<file path="src/rtl/sequenciador_controle.sv">
// Microcode-driven control sequencer: plays a programmable table of control words, repeats it reps times.
// Optional macro CTRL_SINGLE_STEP_EN adds a step_en input that gates advancement in RUN.
module sequenciador_controle #(
    parameter  int N_STEPS = 8,
    parameter  int CW_W    = 10,
    parameter  int REP_W   = 4,
    localparam int AW      = $clog2(N_STEPS)
) (
    input  logic              clk,
    input  logic              rst,
    input  logic              inicio,
    input  logic [REP_W-1:0]  reps,
    input  logic              abort,
`ifdef CTRL_SINGLE_STEP_EN
    input  logic              step_en,
`endif
    input  logic              prog_we,
    input  logic [AW-1:0]     prog_addr,
    input  logic [CW_W:0]     prog_data,
    output logic              prog_err,
    output logic [CW_W-1:0]   ctrl,
    output logic [AW-1:0]     step_idx,
    output logic              busy,
    output logic              pronto
);

    typedef enum logic [1:0] {IDLE, RUN, DONE} state_t;

    localparam logic [AW:0]   DEPTH = (AW+1)'(N_STEPS);
    localparam logic [AW-1:0] LAST  = AW'(N_STEPS - 1);

    state_t                     state, state_nxt;
    logic [AW-1:0]              step, step_nxt;
    logic [REP_W-1:0]           rep_cnt, rep_nxt;
    logic [N_STEPS-1:0][CW_W:0] tbl;
    logic                       adv, pass_end, wr_ok;

`ifdef CTRL_SINGLE_STEP_EN
    assign adv = step_en;
`else
    assign adv = 1'b1;
`endif

    // Writes only land while idle, so a running pass never sees a word change under it.
    assign wr_ok    = prog_we && (state == IDLE) && ({1'b0, prog_addr} < DEPTH);
    assign pass_end = tbl[step][CW_W] || (step == LAST);

    assign ctrl     = (state == RUN) ? tbl[step][CW_W-1:0] : '0;
    assign step_idx = step;
    assign busy     = (state != IDLE);

    always_comb begin
        state_nxt = state;
        step_nxt  = step;
        rep_nxt   = rep_cnt;
        case (state)
            IDLE: begin
                if (inicio && !abort) begin
                    state_nxt = RUN;
                    step_nxt  = '0;
                    rep_nxt   = (reps == '0) ? REP_W'(1) : reps;
                end
            end
            RUN: begin
                if (abort) begin
                    state_nxt = IDLE;
                    step_nxt  = '0;
                end else if (adv) begin
                    if (!pass_end) begin
                        step_nxt = step + AW'(1);
                    end else if (rep_cnt > REP_W'(1)) begin
                        // Wrap straight back to word 0 so consecutive passes have no gap.
                        rep_nxt  = rep_cnt - REP_W'(1);
                        step_nxt = '0;
                    end else begin
                        state_nxt = DONE;
                        step_nxt  = '0;
                    end
                end
            end
            DONE:    state_nxt = IDLE;
            default: state_nxt = IDLE;
        endcase
    end

    always_ff @(posedge clk or posedge rst) begin
        if (rst) begin
            state    <= IDLE;
            step     <= '0;
            rep_cnt  <= '0;
            pronto   <= 1'b0;
            prog_err <= 1'b0;
        end else begin
            state    <= state_nxt;
            step     <= step_nxt;
            rep_cnt  <= rep_nxt;
            pronto   <= (state_nxt == DONE);
            prog_err <= prog_we && !wr_ok;
        end
    end

    always_ff @(posedge clk or posedge rst) begin
        if (rst)        tbl            <= '0;
        else if (wr_ok) tbl[prog_addr] <= prog_data;
    end

endmodule
</file>
<file path="config.mk">
export PLATFORM = sky130hd
export DESIGN_NAME = sequenciador_controle
export DESIGN_NICKNAME = d
export VERILOG_FILES = /design/src/rtl/sequenciador_controle.sv
export SDC_FILE = /design/constraint.sdc
export NUM_CORES = 1
export LEC_CHECK = 0
export CORE_MARGIN = 5
export CORE_UTILIZATION = 34
export DETAILED_ROUTE_END_ITERATION = 12
export MAX_ROUTING_LAYER = met4
export PLACE_DENSITY_LB_ADDON = 0.05
export REMOVE_ABC_BUFFERS = 1
export SETUP_SLACK_MARGIN = 0.4
export SLEW_MARGIN = 0
export SYNTH_ARGS = -nofsm -noshare
export SYNTH_HDL_FRONTEND = slang
export SYNTH_SLANG_ARGS = --single-unit
</file>
<file path="constraint.sdc">
create_clock -name clk -period 8.9 [get_ports clk]
set_input_delay 1.335 -clock clk [delete_from_list [all_inputs] [get_ports clk]]
set_output_delay 1.335 -clock clk [all_outputs]
set_load 0.03 [all_outputs]
</file>
**Run 1: placed cells, one colour a class**

(4 px per um)
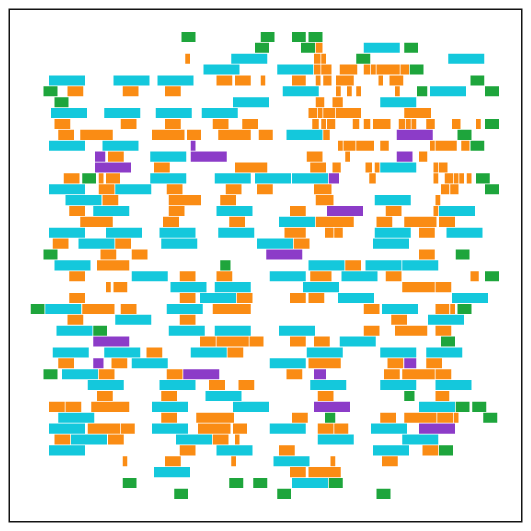
Purple shows clock drivers and dummy loads, cells 16, share of their area 5.3%. Orange shows all other logic, cells 203, share of their area 40%. Cyan shows flip-flops, cells 99, share of their area 47%. Green shows other buffers and delay cells, cells 42, share of their area 7.7%.
core area: 13720 um^2
final core utilization: 40.36%

**Run 1: routed metal per tile**

(3 px per um) The die is cut into 26 by 26 equal tiles; dark purple is low, yellow is high, scaled to the fullest tile. Values are wire area over tile area, all layers added.
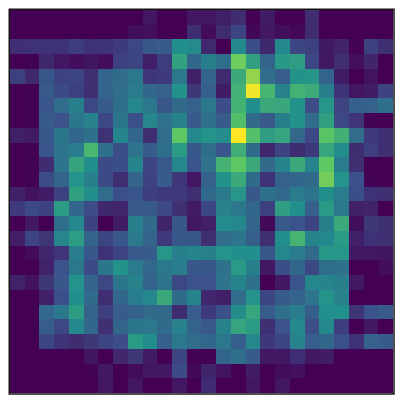
The densest ninth of the die: centre. 10% of the tiles are over half the peak. The fullest tile reaches 0.41. The mean over all tiles is 0.10.

**Run 1: clock wiring as the flow saved it**

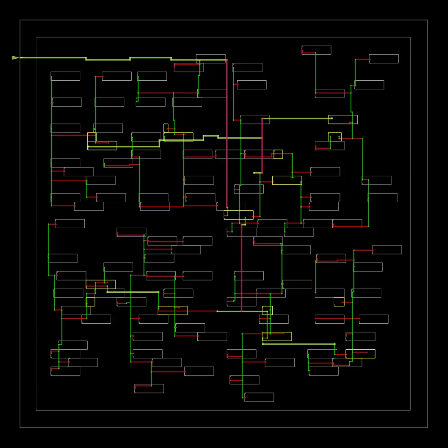
Inserted Clock Buffers: 9
clock sink count: 99

==> reports/metrics.csv, run 1 <==
stage,metric,value,unit
global_routing,first-pass GRT wire length,17210,um
logic_synthesis,Cells after Synth,319,
logic_synthesis,ys async rst share,100.0,%
finish,antenna fix cells,0,
global_routing,GRT met3 Usage,4.375,%
worst_setup_path,R2R depth,5,
routing,average routed wire per standard cell,19.80,um
power,Seq. pwr,694,uW
cts,CTS resizes,0,
logic_synthesis,Dominant comb cell,multiplexers,
finish,Buffers excl. clock,42,
global_routing,GRT Total Usage,14.60,%
routing,final wirelength,10690,um
power,Comb pwr share,32.2,%
worst_setup_path,Worst Setup EP,ctrl[0],
worst_setup_path,worst r2r src,step_idx[0],
min_path,Hold Path Sink,tbl[77],
worst_setup_path,Worst Setup End Kind,output port,
worst_setup_path,Crit path max-delay family,buffers and inverters,
placement,gpl congestion,0.7100,
placement,port bufs,38,
worst_setup_path,CP startpoint,step_idx[0],
power,Power Total,1569,uW
logic_synthesis,number of flops mapped to enable cells by yosys,0,
floorplanning,die width,127.8,um
logic_synthesis,Mux area share,34.25,%
finish,num sequential,99,
logic_synthesis,most common cell in the netlist,dfrtp_1,
global_routing,GR peak layer,met2,
worst_setup_path,RR Endpoint,rep_cnt[1],
worst_setup_path,critical path peak fanout,21,
routing,number of routed nets with antenna violations,0,
logic_synthesis,"Cell Area, Synth",4716,um^2
global_routing,Global Route met2 Usage,22.37,%
logic_synthesis,Synth Register Bits,99,
routing,Detailed Routing Iterations Pass 1,4,
routing,vias per inst,5.117,
logic_synthesis,adder share,1.061,%
floorplanning,Tapcells,180,
logic_synthesis,Most common reg cell,dfrtp_1,
sta,RSZ-0062 raised after global routing,false,
floorplanning,number of placed I/O pins,39,
finish,fin nets,382,
finish,clock buffers,10,
logic_synthesis,yosys warns,0,
power,Sw Share,30.46,%
sta,fin. max-slew vios,0,
power,sw power,477.9,uW
routing,residual DRC count,0,
min_path,Worst Hold Class,reg -> reg,
cts,H-tree Lvls,3,
floorplanning,die area,16330,um^2
min_path,worst hold path depth,1,
global_routing,GRT met1 Usage,19.07,%
logic_synthesis,yosys synthesis chip area,4716,um^2
global_routing,grt ovf,0,
power,LEAKAGE,0.002267,uW
finish,inverters,8,
finish,Logic Gate Count,195,
placement,placed cells,524,
power,P_comb,505,uW
sta,Fmax,241.7,MHz
finish,Non-Filler Instances,540,
cts,clk slew on worst S/H paths,70,ps
flow_run,Tool Warnings,26,
logic_synthesis,Yosys Instances,319,
sta,WHS,482.8,ps
flow_run,Max-Cap Viols,0,
global_routing,antenna violations before repair,0,
global_routing,number of global-route vias before repair,3003,
logic_synthesis,Avg Inst Size Synth,14.78,um^2
cts,Post-CTS Setup Repair Bufs,0,
floorplanning,Die H,127.8,um
logic_synthesis,post-synthesis cell type count,41,
finish,Area Growth Syn to Fin,17.43,%
sta,Final Hold Violating Endpoints,0,
finish,number of fill cells,1314,
run_status,status,completed,
[run 1: worst register-to-register path, delay by kind of cell, from the launching register on]
family          cells  cell delay [ps]
mux                 2              540
compound gates      2              690
flops               1              540
buf+inv             1              430
[run 1: per-stage QoR]
step | worst slack [ps] | cell area (um^2)
finish | 4763 | 5538
CTS | 4649 | 5538
global route | 4577 | 5538
detailed placement | 5049 | 5258
floorplan | 4975 | 4619
global placement | 5058 | 5258
[run 1: flip-flops by register name, indices dropped and copies added, names as in the netlist]
register,cells
tbl,88
rep_cnt,4
step_idx,3
state,2
prog_err,1
pronto,1
[run 1: routing by layer]
layer  vias to the layer above  wire, um  part of all wire [%]
met1                      1451      5081                    48
li1                       1263         -                     -
met2                        42      5069                    47
met4                         0        90                  0.84
met5                         -         0                     0
met3                         7       449                   4.2
==> run 2, diff against run 1 <==
Clock period 8.9 ns to 3.54 ns, I/O delays scaled along.
**Run 2: M3 wires**

(3 px per um)
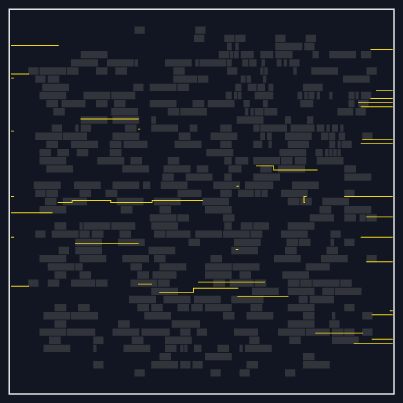
27 nets have wire on it. The layer carries 376 um of wire. The longest straight run is 22.1 um. The wires run mostly horizontal.

**Run 2: cells by drive strength**

(2 px per um)
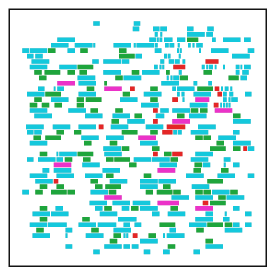
Red shows drive 3 to 4, cells 18. Cyan shows drive 1 or less, cells 231. Magenta shows drive 6 and up, cells 11. Green shows drive 2, cells 104.
Buffers excl. clock: 47
Area Growth Syn to Fin: 18.76%
post-route cell area: 5600 um^2
fin worst setup slack: 637.5 ps

==> run 2 against run 1 <==
Against the previous run:
- largest power group unchanged
- hold slack better by 0.85 ps
- wire length rose by 0.93%
- clock skew is 2.3 ps lower
- register-to-register slack got worse by 5300 ps
- clock power went up to 2.6 times the previous value
- die area stayed put
- via count down 0.25%
- non-clock buffer count increased by 5
- count of clock-buffer cells in the layout shrank 1
- combinational power increased to 2.6 times the previous value
- power grew to 2.6 times the previous value
- critical endpoint unchanged
- sequential power rose by 150%
==> reports/metrics.csv, run 2 <==
stage,metric,value,unit
run_status,status,completed,
worst_setup_path,Worst Setup End Kind,output port,
logic_synthesis,yosys warns,0,
routing,number of routed nets with antenna violations,0,
logic_synthesis,most common cell in the netlist,dfrtp_1,
power,LEAKAGE,0.002307,uW
floorplanning,Core Util at FP,34.37,%
power,Sw Share,29.82,%
worst_setup_path,RR Endpoint,rep_cnt[1],
min_path,Worst Hold Class,reg -> reg,
placement,port bufs,38,
min_path,worst hold path depth,1,
logic_synthesis,"Cell Area, Synth",4716,um^2
floorplanning,Die H,127.8,um
logic_synthesis,yosys synthesis chip area,4716,um^2
global_routing,first-pass GRT wire length,17650,um
global_routing,antenna violations before repair,0,
finish,antenna fix cells,0,
worst_setup_path,Crit path max-delay family,buffers and inverters,
cts,Post-CTS Setup Repair Bufs,0,
finish,number of fill cells,1300,
worst_setup_path,"slowest stage delay, CP",610,ps
logic_synthesis,ys async rst share,100.0,%
placement,placed cell areas,5308,um^2
cts,clock sink count,99,
floorplanning,core area,13720,um^2
min_path,Hold Path Sink,tbl[84],
logic_synthesis,Mux area share,34.25,%
routing,residual DRC count,0,
global_routing,GRT Total Usage,14.82,%
floorplanning,die width,127.8,um
finish,num sequential,99,
sta,RSZ-0062 raised after global routing,false,
worst_setup_path,critical path peak fanout,27,
routing,vias per inst,5.066,
logic_synthesis,Dominant comb cell,multiplexers,
logic_synthesis,Most common reg cell,dfrtp_1,
logic_synthesis,Avg Inst Size Synth,14.78,um^2
logic_synthesis,Yosys Instances,319,
global_routing,grt ovf,0,
cts,Inserted Clock Buffers,9,
flow_run,Max-Cap Viols,0,
worst_setup_path,CP startpoint,step_idx[0],
floorplanning,Tapcells,180,
flow_run,Tool Warnings,26,
power,Seq. pwr,1730,uW
cts,clk slew on worst S/H paths,70,ps
cts,H-tree Lvls,3,
logic_synthesis,Cells after Synth,319,
placement,placed cells,529,
power,P_comb,1310,uW
worst_setup_path,worst r2r src,step_idx[2],
routing,Detailed Routing Iterations Pass 1,4,
global_routing,number of global-route vias before repair,3009,
worst_setup_path,Worst Setup EP,ctrl[0],
finish,fin nets,387,
finish,inverters,8,
logic_synthesis,Synth Register Bits,99,
sta,Fmax,344.5,MHz
cts,CTS resizes,0,
finish,clock buffers,9,
power,sw power,1199,uW
finish,max reg flops,88,
routing,final wirelength,10790,um
floorplanning,number of placed I/O pins,39,
placement,gpl congestion,0.7274,
finish,final core utilization,40.82,%
sta,fin. max-slew vios,0,
floorplanning,die area,16330,um^2
finish,Logic Gate Count,195,
==> run 2: cell counts after synthesis <==
No cell type changed its count.
==> run 2: kinds of logic after synthesis <==
family / count (synthesis)
multiplexers: 122
flip-flops: 99
AND/OR/NAND/NOR: 49
buffers and inverters: 25
AND-OR/OR-AND: 20
adder cells (fa/ha/maj): 4
==> run 2: routing by layer <==
metal | share of wire, % | global-route usage [%] | vias to the layer above | wire length [um]
met5 | 0 | - | - | 0
met4 | 1.3 | 4.307 | 0 | 144
met3 | 3.5 | 3.583 | 10 | 376
met2 | 47 | 22.30 | 39 | 5075
met1 | 48 | 20.03 | 1449 | 5193
li1 | - | - | 1258 | -
**Run 2: clock wiring as the flow saved it**

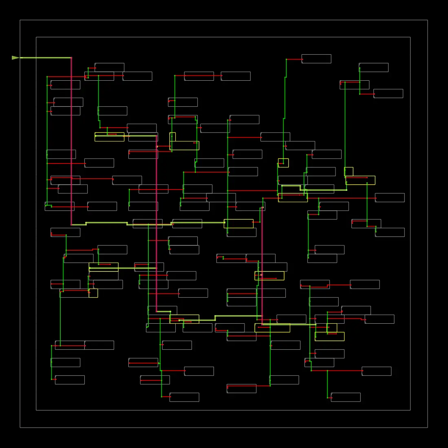

==> run 3, diff against run 2 <==
Clock period 3.54 ns to 2.6 ns, I/O delays scaled along.
**Run 3: clock wiring as the flow saved it**

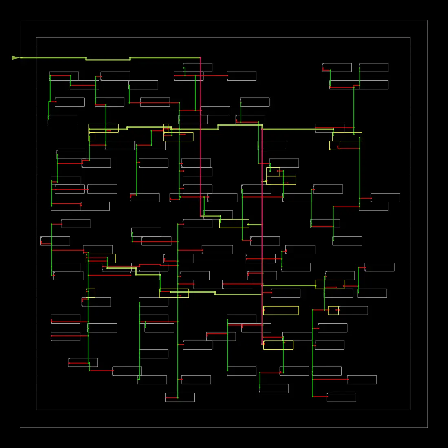
P_clk: 1370 uW
num sequential: 99
clock buffers: 10
Setup Skew: 9.723 ps
clk_lat worst skew: 350 ps

==> run 3 against run 2 <==
Against the previous run:
- cell count up 3.5%
- wire length up 1.5%
- synthesized area unchanged
- first-iteration DRC count down 9.5%
- setup slack worse by 350 ps
- power up 41%
- sequential cell count unchanged
- critical path type unchanged
- critical endpoint unchanged
- highest routed layer unchanged
==> reports/metrics.csv, run 3 <==
stage,metric,value,unit
finish,largest reg by FF count,tbl,
placement,placed cell areas,5395,um^2
placement,pre-CTS setup slack,248.5,ps
global_routing,GRT met3 Usage,4.125,%
global_routing,GRT met1 Usage,20.76,%
floorplanning,die width,127.8,um
routing,met3 wire len,396,um
finish,Multi-input gate area,2115,um^2
finish,max reg flops,88,
sta,WHS,381.4,ps
routing,met1 wire length,5335,um
global_routing,grt ovf,0,
routing,WL met2,5102,um
worst_setup_path,worst r2r src,step_idx[0],
sta,Final Hold Violating Endpoints,0,
sta,fin worst setup slack,284.4,ps
routing,vias per inst,5.052,
global_routing,number of global-route vias before repair,3065,
logic_synthesis,yosys synthesis chip area,4716,um^2
power,P_comb,1940,uW
finish,fin nets,405,
worst_setup_path,"slowest stage delay, CP",500,ps
flow_run,Tool Warnings,28,
sta,count of final setup violators,0,
finish,Area Growth Syn to Fin,23.14,%
cts,clock sink count,99,
routing,final wirelength,10950,um
routing,top routing layer in use,met4,
run_status,status,completed,
placement,port bufs,38,
cts,Inserted Clock Buffers,9,
global_routing,GR peak layer,met2,
routing,Detailed Routing Iterations Pass 1,4,
logic_synthesis,yosys warns,0,
sta,RSZ-0062 raised after global routing,true,
global_routing,GRT Total Usage,15.03,%
worst_setup_path,R2R depth,7,
placement,gpl congestion,0.7033,
logic_synthesis,Yosys Instances,319,
logic_synthesis,Avg Inst Size Synth,14.78,um^2
min_path,Worst Hold Class,in -> async,
placement,placed cells,536,
sta,fin. max-slew vios,0,
power,sw power,1694,uW
floorplanning,Core Util at FP,34.37,%
worst_setup_path,CP startpoint,step_idx[0],
sta,worst-margin pin slew,431.2,ps
worst_setup_path,Critical Path Slowest Stage Cell,mux4_2,
routing,residual DRC count,0,
worst_setup_path,Crit path depth,6,
power,Comb pwr share,34.2,%
logic_synthesis,post-synthesis cell type count,41,
flow_run,Max-Cap Viols,0,
cts,clk slew on worst S/H paths,70,ps
power,PwrDens,978.2,nW/um^2
cts,H-tree Lvls,3,
global_routing,antenna violations before repair,0,
finish,share of cells above drive strength 1,42.56,%
floorplanning,number of placed I/O pins,39,
power,Sw Share,29.83,%
power,Seq. pwr,2370,uW
sta,Fmax,431.8,MHz
finish,post-route cell area,5807,um^2
logic_synthesis,Most common reg cell,dfrtp_1,
floorplanning,Die H,127.8,um
worst_setup_path,Worst Setup EP,ctrl[0],
floorplanning,core area,13720,um^2
finish,antenna fix cells,0,
logic_synthesis,Synth Register Bits,99,
worst_setup_path,Crit path max-delay family,multiplexers,
logic_synthesis,Cells after Synth,319,
logic_synthesis,"Cell Area, Synth",4716,um^2
routing,number of routed nets with antenna violations,0,
power,Power Total,5680,uW
logic_synthesis,ys async rst share,100.0,%
floorplanning,die area,16330,um^2
worst_setup_path,Worst Setup End Kind,output port,
finish,number of fill cells,1305,
global_routing,Global Route met2 Usage,22.27,%
finish,final core utilization,42.33,%
logic_synthesis,Top-area cell share,52.53,%
global_routing,first-pass GRT wire length,17890,um
worst_setup_path,critical path peak fanout,6,
routing,average routed wire per standard cell,19.45,um
global_routing,largest net degree at the start of global routing,47,
power,LEAKAGE,0.002463,uW
logic_synthesis,number of flops mapped to enable cells by yosys,0,
finish,Non-Filler Instances,563,
cts,TritonCTS clock tree,built,
logic_synthesis,most common cell in the netlist,dfrtp_1,
**Run 3: cells by drive strength**

(2 px per um)
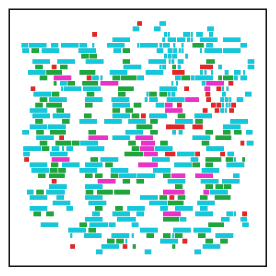
Green shows drive 2, cells 109. Red shows drive 3 to 4, cells 34. Cyan shows drive 1 or less, cells 220. Magenta shows drive 6 and up, cells 20.

## run 3: cell counts after synthesis
No cell type changed its count.
## run 3: cells by family after synthesis
family / count (synthesis) / share of synthesized area (%)
AND-OR/OR-AND: 20 / 4.033
flip-flops: 99 / 52.53
multiplexers: 122 / 34.25
AND/OR/NAND/NOR: 49 / 5.439
buffers and inverters: 25 / 2.680
adder cells (fa/ha/maj): 4 / 1.061
## run 3: repair_timing
item                       CTS  global route
hold buffers                 0             0
cloned                       2             0
pin swaps                    0             1
resized                     54             2
setup endpoints to repair   10            12
setup buffers                6             3
## run 3: cell type report
cell class	instances	area share [%]
flip-flops and latches	99	42.68
multi-input cells	195	36.41
repair buffers	65	11.29
clock buffers	10	3.943
well taps	180	3.878
clock inverters	6	1.228
inverters	8	0.5602
Power is estimated from default activity; no workload was simulated.
